===== src/rtl/year_pkg.sv =====
// Shared constants and state encoding for the year entry and year calculation stages.
package year_pkg;

   localparam int K            = 13;
   localparam int MAX_DIGITS   = 4;
   localparam int YEAR_MAX     = (1 << (K - 1)) - 1;
   localparam int DEFAULT_YEAR = 2019;

   typedef enum logic [1:0] {
      IDLE   = 2'b00,
      ACCUM  = 2'b01,
      COMMIT = 2'b10
   } state_t;

endpackage


===== src/rtl/year_entry_mac10.sv =====
// Combinational acc*10 + digit.
// The result is one bit wider than acc, so an oversized entry is caught before it is truncated.
module mac10
   import year_pkg::*;
#(
   parameter int W = K
) (
   input  logic [W-1:0] acc,
   input  logic [3:0]   digit,
   output logic [W:0]   result
);

   logic [W:0] acc_w;

   assign acc_w  = {1'b0, acc};
   assign result = (acc_w << 3) + (acc_w << 1) + {{(W - 3){1'b0}}, digit};

endmodule


===== src/rtl/year_entry.sv =====
// Keypad year entry: accumulates BCD digits and a sign, then commits a K-bit signed year.
// Malformed and out-of-range keys are rejected with a one-cycle err pulse.
module year_entry
   import year_pkg::*;
(
   input  logic                clk,
   input  logic                reset,
   input  logic                digit_valid,
   input  logic [3:0]          digit,
   input  logic                neg_key,
   input  logic                clear_key,
   input  logic                enter_key,
   output logic signed [K-1:0] year_out,
   output logic                year_valid,
   output logic                ready,
   output logic [2:0]          digit_count,
   output logic                err
);

   localparam logic [K:0] LIMIT     = (K + 1)'(YEAR_MAX);
   localparam logic [2:0] MAX_COUNT = 3'(MAX_DIGITS);

   state_t       state;
   logic [K-1:0] acc;
   logic         neg;
   logic [K:0]   acc_next;
   logic         digit_ok;

   mac10 #(.W(K)) u_mac10 (
      .acc    (acc),
      .digit  (digit),
      .result (acc_next)
   );

   // The digit count is checked first: with at most MAX_DIGITS-1 digits held, acc*10+9 cannot exceed the K+1 bit result.
   assign digit_ok = (digit <= 4'd9) && (digit_count < MAX_COUNT) && (acc_next <= LIMIT);
   assign ready    = (state != COMMIT);

   // NOTE: every register here is sequential state, so all updates use non-blocking assignments.
   always_ff @(posedge clk or negedge reset) begin
      if (!reset) begin
         state       <= IDLE;
         acc         <= '0;
         neg         <= 1'b0;
         digit_count <= '0;
         year_out    <= '0;
         year_valid  <= 1'b0;
         err         <= 1'b0;
      end else begin
         year_valid <= 1'b0;
         err        <= 1'b0;
         case (state)
            IDLE, ACCUM: begin
               if (clear_key) begin
                  acc         <= '0;
                  neg         <= 1'b0;
                  digit_count <= '0;
                  state       <= IDLE;
               end else if (enter_key) begin
                  if (state == ACCUM) state <= COMMIT;
                  else                err   <= 1'b1;
               end else if (neg_key) begin
                  neg <= ~neg;
               end else if (digit_valid) begin
                  if (digit_ok) begin
                     acc         <= acc_next[K-1:0];
                     digit_count <= digit_count + 3'd1;
                     state       <= ACCUM;
                  end else begin
                     err <= 1'b1;
                  end
               end
            end
            COMMIT: begin
               // Negating a zero magnitude yields zero, so -0 commits as 0.
               year_out    <= neg ? -acc : acc;
               year_valid  <= 1'b1;
               acc         <= '0;
               neg         <= 1'b0;
               digit_count <= '0;
               state       <= IDLE;
            end
            default: begin
               acc         <= '0;
               neg         <= 1'b0;
               digit_count <= '0;
               state       <= IDLE;
            end
         endcase
      end
   end

endmodule


===== config.mk =====
export PLATFORM = sky130hd
export DESIGN_NAME = year_entry
export DESIGN_NICKNAME = d
export VERILOG_FILES = /design/src/rtl/year_pkg.sv /design/src/rtl/year_entry_mac10.sv /design/src/rtl/year_entry.sv
export SDC_FILE = /design/constraint.sdc
export NUM_CORES = 1
export LEC_CHECK = 0
export ABC_AREA = 1
export CORE_MARGIN = 8
export CORE_UTILIZATION = 34
export DETAILED_ROUTE_END_ITERATION = 16
export GPL_TIMING_DRIVEN = 0
export PLACE_DENSITY = 0.6
export SLEW_MARGIN = 10
export SYNTH_ARGS = -nofsm -noshare
export SYNTH_HDL_FRONTEND = slang
export SYNTH_SLANG_ARGS = --single-unit

===== constraint.sdc =====
create_clock -name clk -period 2.9 [get_ports clk]
set_input_delay 0.435 -clock clk [delete_from_list [all_inputs] [get_ports clk]]
set_output_delay 0.435 -clock clk [all_outputs]
set_load 0.005 [all_outputs]

I/O nets highlighted:
(3 px per µm)
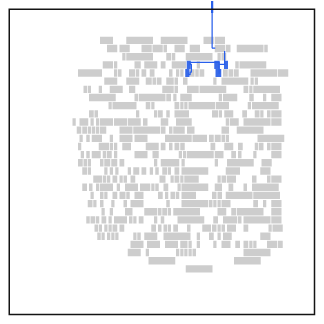
legend:
  enter_key:
    colour: blue
    direction: input
    edge: top
    end_cells: 5
    buffers: 1
    wire: 39.0 µm

==> results.txt <==
Synthesis and place-and-route results.

- The combinational cell fraction of total power is 0.453.
- The flow reported a cell area power density of 658.1 nW/µm².
- Along the critical path, the tally of buffer and inverter instances is 4.
- The final-layout non-clock buffer area share is 0.1221.
- In this run the worst path has a maximum fanout of 10.
- The core area is 7137 µm².
- Of the total synthesized cell area, the portion taken by XOR and XNOR cells is 0.05671.
- Clock latency on the worst-skew pair, taken at its later pin, is 280 ps.
- The tally of OpenROAD warnings is 26.
- The total length of routed wires is 5741 µm.
- The pin closest to its max-slew limit shows a slew of 763.8 ps.
- Counting every net in the synthesized netlist gives 368.
- The number of core rows is 31.
- In the final run the clock tree shows a worst skew of 10.23 ps.
- The cell depth of the worst setup path is 16.
- The number of buffers added by the clock tree synthesis step is 5.
- Max-cap violations in this run came to 0.
- The wire length on met3 is 262 µm.
- For reference, the critical path is captured by acc[4]$_DFFE_PN0P_.
- The critical path goes through clkdlybuf4s50_1, ha_1, ha_1, inv_1, fa_2, inv_1, nand3_1, nand3_1, nor2_1, nor2_2, nor2_4, nand2_4, nand2_4, buf_6, nand2_1, nand2_1.
- The remaining max-slew budget at the tightest pin is 0.4908.
- The post-layout total power is 2.024 mW.
- The area share of the largest cell type after synthesis is 0.3443.
- The count of instantiated cells in the yosys netlist is 332.
- Summed over all layers, the global routing overflow is 0.
- The violation tally recorded at the end of detailed-routing iteration 0 is 130.
- The number of pins with negative max-slew slack in the final report is 0.
- The clock buffer instance count of the final layout is 8.
- The total placed instance area is 2860 µm².
- The vias after detailed routing is 2,208.
- In this run the worst setup path begins at digit[2].
- The clock network area share is 0.03580.
- For reference, the post-synthesis area per instance comes to 7.443 µm².
- In the final layout, excluding clock buffers the buffer count is 41.
- Sorting the synthesized cells by area gives the leading types as dfrtp_1, nand2_1, ha_1.
- Per the synthesis report, the number of distinct cell types is 26.
- The number of cells traversed by the worst register-to-register path is 14.
- The setup TNS is 0 ps.
- The clock transition at the registers of the reported paths is 70 ps.
- The final weighted congestion of routability-driven global placement is 0.8219.
- The synthesized design contains 0 enable-type register cells.
- The final layout report lists a non-clock inverter count of 40.
- Summing all flip-flop and latch instances after layout gives 850.8 µm².
- Input and output buffers added on the ports amount to 27.
- The combinational gate count is 249.
- The final report gives the standard cell area, fillers excluded, as 3075 µm².
- By instance count after routing, the leading logic cell types are nand2_1, inv_1, dfrtp_1.
- The count of TritonRoute iterations in the first routing pass is 4.
- The worst stage delay on the critical path is 420 ps.
- The global-route wire length before repair is 9798 µm.
- For this run, the final setup violation count is recorded as 0.
- The number of global-route vias before repair was 2,163.
- The worst setup path is launched from an input pin.
- The largest net degree at the start of global routing is 35.
- The logic area is 1465 µm².
- The flow measured a signed area growth from synthesis to layout of 24.46%.
- Setup repair after global routing left no endpoint under its margin.
- The critical path capture point type is a flip-flop.
- In the final layout, the share of cells above drive strength 1 is 0.09140.
- The minimum setup slack in the final design is 275.4 ps.
- The main combinational cell family by area after synthesis is simple AND/OR/NAND/NOR gates.
- In the routed design, unresolved DRC markers number 0.
- The layout report gives the multi-input gate share of total cell area as 0.4764.
- The layout has 773 filler cells.
- The HPWL after detailed placement is 4582 µm.
- After detailed routing, the met2 layer carries 2752 µm of wire.
- Timing would allow up to 381.0 MHz.
- The cell count after synthesis came out at 332.
- Clock tree synthesis selected as its root buffer the cell clkbuf_8.
- In this run the worst hold path is classified as input pin to asynchronous set/reset pin.
- The initial core utilization is 0.3462.
- The leakage power is 1.589 nW.
- The prevailing post-synth register cell is dfrtp_1.
- The register-to-register path setup slack is 290 ps.
- The class of the most critical setup path is input pin to flip-flop.
- The yosys synthesis chip area is 2471 µm².
- The critical path data arrival time is 2790 ps.
- The cell-mix breakdown from Yosys lists the simple-gate area share as 0.2992.
- The switching share of power is 0.3769.
- Pin placement for this block handled 29 I/O pins.
- The CTS tree is built.
- In the routed layout, each cell is associated on average with a via count of 4.688.
- The period utilization is 0.9050.
- The die extent in y is 101.3 µm.
- The multiplexer share of the synthesized area is 0.
- For this run, the number of Yosys warnings is 0.
- The global routing usage summed across all routing layers is 0.1173.
- The cell family contributing the most delay on the critical path is adder cells.
- The worst path in the final design needs a cycle of 2625 ps, including I/O delays and setup.
- The endpoint identified for the worst register-to-register timing path is acc[4]$_DFFE_PN0P_.
- In this run the cell area of the synthesized design comes to 2471 µm².
- Counting every sink on the clock net gives 34.
- The final timing report lists a hold violation count of 0.
- The highest-count logic cell in the final layout is nand2_1.
- IR analysis of the VDD net gives a maximum drop of 167.2 µV.
- The repair_antennas step left the layout with diodes totalling 0.
- By count the netlist is led by nand2_1, inv_1, dfrtp_1.
- The largest buffer count on any clock path is 2.
- The number of nets in the final layout is 407.
- Looking at area per cell type in the netlist, the leader is dfrtp_1.
- Buffers inserted to repair hold after CTS numbered 0.
- The H-tree generated during clock tree synthesis spans 2 levels.
- The setup slack at placement is -415.7 ps.
- Dividing the detail-routed wire length by the instance count gives 12.19 µm.
- Of the total power, registers draw 0.348.
- The async set-or-reset flop fraction in the synthesized netlist is 1.000.
- The total die size is 10,250 µm².
- The synthesis stat section lists a flop and latch total of 34.
- The most instantiated library cell after synthesis is nand2_1.
- The area fraction in full adders, half adders and majority gates is 0.1377.
- The run finished with clean final reports.
- The most critical hold endpoint after final layout shows a slack of 226.1 ps.
- The initial antenna violation count is 0.
- The worst flop-to-flop path startpoint is acc[0]$_DFFE_PN0P_.
- The proportion of synthesized chip area in sequential cells is 0.3443.
- The clock network fraction of design power is 0.200.
- By area, the class that comes first in the final layout consists of logic gates.
- The cell count after placement is 458.
- Cell internal power was estimated by the tool at 1.261 mW.
- The post-route report lists met1 wire length as 2616 µm.
- The critical path endpoint has a required time of 3070 ps.
- In this run, the synthesized area fraction spent on AND-OR/OR-AND gates is recorded as 0.08304.
- The top routing layer in use is met4.
- The script extracted a net switching power of 0.7628 mW.
Cell outlines without signal wires:
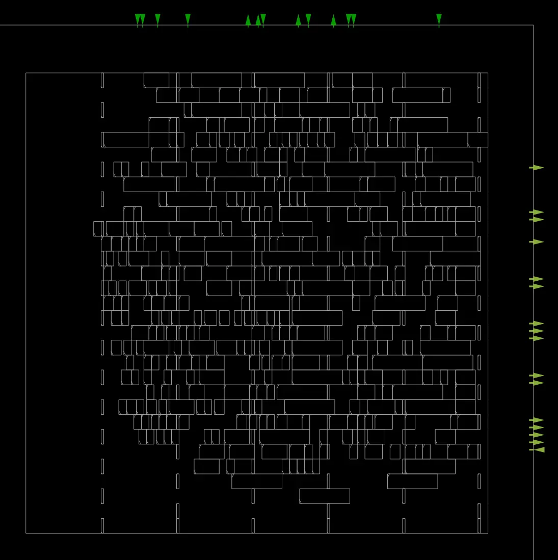
tap cell count: 99
num sequential: 34
fraction of standard cell area that is sequential: 0.2766
Post-Layout Cell Count: 471

[metal layers]
metal | up-vias | track usage
met5 | - | 0
met4 | 0 | 0.03551
met3 | 10 | 0.02405
met2 | 42 | 0.1959
met1 | 1003 | 0.1478
li1 | 1153 | -
[power by group through the flow]
stage               clock [mW]  sequential (mW)  combinational, mW
floorplan                    0            0.692              0.572
global placement             0            0.709              0.865
detailed placement           0            0.714              0.880
CTS                      0.413            0.704              0.897
global route             0.434            0.725               1.05
finish                   0.404            0.703              0.916
[registers in the layout (all words and copies together) (netlist names)]
register and flops:
year_valid 1, err 1, acc 13, year_out 13, state 2, neg 1, digit_count 3
[what timing repair did]
action                                  4_1_cts  5_1_grt
endpoints found under the setup margin       14       16
gates cloned                                  0        1
buffers inserted                              2        2
gates resized                                 1       13
pin swaps                                     2        5
Power figures rest on the tool's default switching activity, not on a simulated workload.
